Design fereduce, sky130hd; sources not shown.
Routed metal, one color a layer:
Two of the layers only.
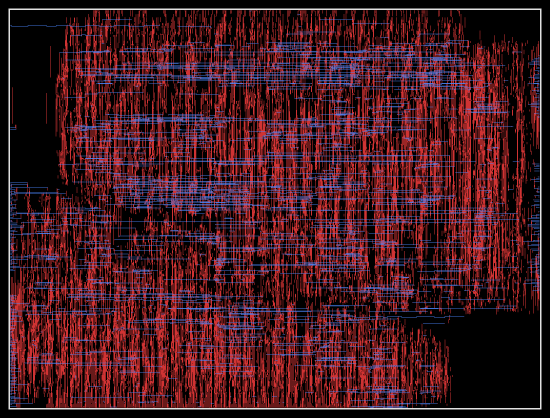
legend:
  met2:
    color: red
    wire_length: 137 mm
  met3:
    color: blue
    wire_length: 30.4 mm
Tot GR Track Use: 33.8%
Wirelength per Cell: 28.0 µm

Routed metal per tile:
25 x 19 tiles, from dark purple (low) to yellow (high), scaled to the fullest tile. Values are wire area over tile area, all layers added.
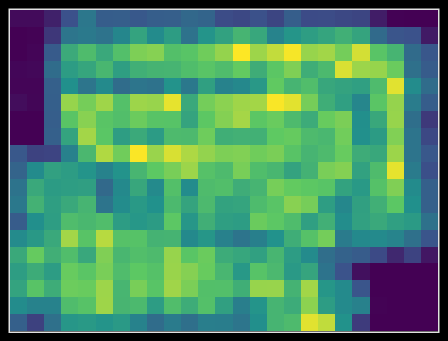
emptiest ninth of the die: lower right
mean over tiles: 0.29
densest ninth of the die: center
fullest tile: 0.53
Vias: 66332
Post-Route WL: 326000 µm

Local utilization:
The bar under the picture is 100 µm long. 25 x 19 tiles, from dark purple (low) to yellow (high), 0 to 100% covered.
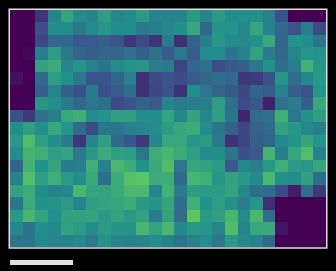
fullest tile: 74%
mean over tiles: 42%
nearly empty tiles: 6.7%
fp_density: 35.4%
Core Area: 0.184 mm²
fin util: 44.3%

Sequential cells grouped by signal name:
The bar under the picture is 100 µm long.
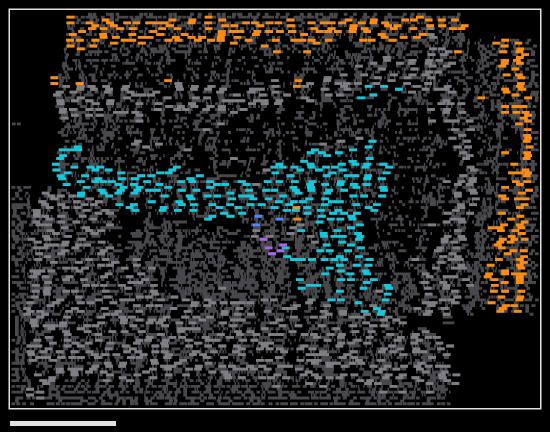
legend:
  carry_q:
    color: purple
    flops: 5
    where: center
  out:
    color: orange
    flops: 255
    where: widely spread
  state_q:
    color: blue
    flops: 3
  g_x1.x1_limb_q:
    color: cyan
    flops: 256
not colored: 769
Flop area: 0.0258 mm²
Flop+latch power: 6650 µW
Seq/total area: 31.7%

Clock nets:
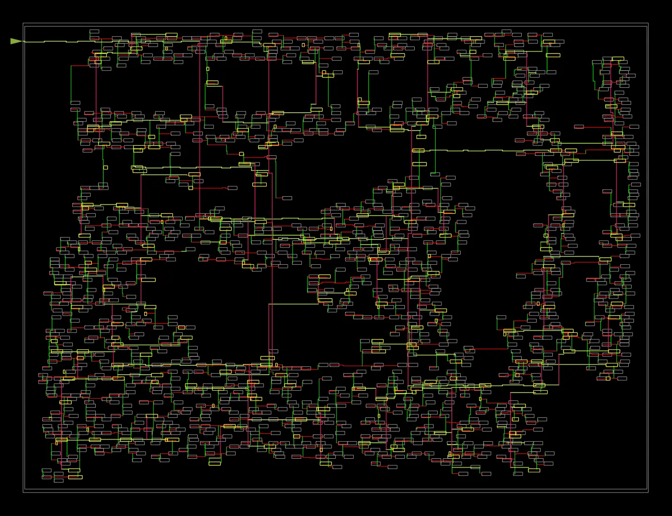
clkbuf count: 185
CTS buffer count: 141
Sink Count: 1288
clk_lat worst skew: 0.82 ns

==> job_summary.md <==
## Implementation flow summary

| Metric | Value |
|---|---|
| Worst-case clock skew | 0.0450 ns |
| CP max-delay cell | mux4_2 |
| Tool Warnings | 32 |
| CP cell instances | clkbuf_4 > buf_4 > buf_2 > mux4_2 > mux2i_1 > fa_1 > inv_1 > ha_1 > fa_1 > ha_1 > ha_1 > clkbuf_1 > a21oi_1 > a2111oi_1 > nor2b_1 > o21a_1 > o211ai_1 > a21boi_0 > o21a_1 > or3_4 > nand3_1 > a21oi_1 |
| Period utilization | 95.6% |
| Normalized max-slew margin | 17.5% |
| Root buf cell | clkbuf_16 |
| Fin cells | 11672 |
| Most frequent cells in the layout | 1836 x nand2_1, 1288 x dfxtp_1, 802 x a21oi_1 |
| CTS resizes | 25 |
| Net switching power | 4800 µW |
| DRT Pass-1 Iters | 8 |
| Initial drt markers | 7238 |
| Die width | 500 µm |
| # rows | 136 |
| Hold Path Class | flip-flop to flip-flop |
| Die Size | 0.188 mm² |
| WP data arrival | 8.46 ns |
| Critical Path RT | 8.81 ns |
| Primary FF master, synth | dfxtp_1 |
| Flops | 1288 |
| CP bufs+invs | 5 |
| Hold_buf cts | 0 |
| Outcome | complete, no violations |
| Synth-to-Final Area Change | 25.3% |
| YS warnings | 0 |
| Family with the most delay on the worst path | AND-OR/OR-AND gates |
| PwrDens | 196 mW/mm² |
| Max Clk Rate | 129 MHz |
| Cells on worst reg2reg path | 22 |
| Critical path class | flip-flop to flip-flop |
| Comb area | 0.0370 mm² |
| Signal buffers | 1331 |
| Ys async rst share | 0% |
| Hold Violations, Final | 0 |
| Count of different cell masters after synthesis | 71 |
| CTS tree | built |
| Crit-path most repeated cell | ha_1 |
| # diodes | 10 |
| Cell count after synthesis | 8140 |
| Largest cells by area | dfxtp_1 40%, nand2_1 11%, a21oi_1 6.2% |
| # H-tree levels | 4 |
| Fill cell count | 18490 |
| Leak | 0.0270 µW |
| Post-route ant nets | 0 |
| Placer Congestion | 1.01 |
| Non-CTS inverters | 179 |
| Grt ovf | 0 |
| Worst slew pin tran | 1.23 ns |
| Worst R2R Setup Slack | 0.36 ns |
| Peak VDD IR | 0.000266 V |
| DRC Markers | 0 |
| Cell internal pwr | 11100 µW |
| Power share of the clock group | 41.6% |
| Well Taps | 2484 |
| Placed Cells | 11432 |
| Area of the mapped netlist | 0.0650 mm² |
| Sw frac | 30.1% |
| Comb area share | 45.4% |
| Dominant logic cell type in the layout | nand2_1 |
| EDFF count, synth | 0 |
| First-pass GRT wire length | 458000 µm |
| Max cap viols | 0 |
| Top class by area | combinational gates |
| Vias per cell | 5.68 |
| Worst-path clk slew | 0.06 ns |
| Max incr delay on CP | 0.62 ns |
| Data buffer area share | 12.6% |
| Ys flops | 1288 |
| Flop pwr share | 41.7% |
| Initial antenna violation count | 32 |
| Cell type with the largest total area | dfxtp_1 |
| CP Depth | 22 |
| Combinational Power Share | 16.7% |
| CTS max path bufs | 3 |
| I/O pin count | 770 |
| Largest net degree at the start of global routing | 17 |
| Synth Seq Share | 39.7% |
| Setup violators final | 0 |
| Post CTS Setup Buffer Count | 0 |
| Floorplan Nets | 8860 |
| Tmin final | 7.74 ns |
| Tot Pwr | 15900 µW |
| Dpl hpwl | 270000 µm |
| Crit-path max FO | 10 |
| Mean Syn Cell Area | 7.99 µm² |
cell families (layout without fill, tap and decap cells):
family                   after synthesis  count (layout)  synth area share [%]
other                                  0              10                     0
buffers and inverters                702            1740                  4.07
XOR/XNOR                             474             474                  6.38
multiplexers                         152             152                  4.76
AND/OR/NAND/NOR                     3853            3853                  26.7
flip-flops                          1288            1288                  39.7
AND-OR/OR-AND                       1464            1464                  13.7
adder cells (fa/ha/maj)              207             207                  4.81
metrics by stage:
step                      instance area, µm²  hold WS [ns]  setup TNS [ns]  setup WS (ns)
after floorplan                        65000         0.433               0           1.55
after global placement                 75800         0.438         -239.37          -2.04
after detailed placement               76700         0.443         -109.24          -1.44
after CTS                              81400         0.451               0        0.00710
after global routing                   81400         0.467         -0.0141        -0.0141
final                                  81500         0.453               0          0.355
worst register-to-register path, delay by kind of cell (launching register included):
kind,cells,cell delay (ns)
compound gates,7,1.92
simple gates,3,0.64
flops,1,0.57
mux,2,1.23
buf+inv,5,1.66
fa+ha+maj,5,1.65
power groups by stage:
stage / Combinational, µW / Sequential [µW] / Clock, µW
finish: 2670 / 6650 / 6630
global route: 2780 / 6660 / 6930
CTS: 2590 / 6640 / 6680
detailed placement: 2570 / 6780 / 0
global placement: 2310 / 6780 / 0
floorplan: 1130 / 6730 / 0
synth_stat cells, drive strengths merged, types with 80 or more instances:
cell	count
a211oi	415
nand3	297
xor2	236
o21ai	93
nand4	200
nor2	778
and3	125
inv	177
or3	94
and2	80
a21oi	802
xnor2	238
clkbuf	489
nor3	189
ha	135
mux4	126
dfxtp	1288
nand2	1837
routing by layer:
metal	vias to the layer above	track usage [%]	share of wire, %
li1	30192	-	-
met1	32501	47.8	45
met2	3121	49.9	42
met3	504	7.22	9.3
met4	14	12.5	4.0
met5	-	0	0.031
Power is estimated from default activity; no workload was simulated.
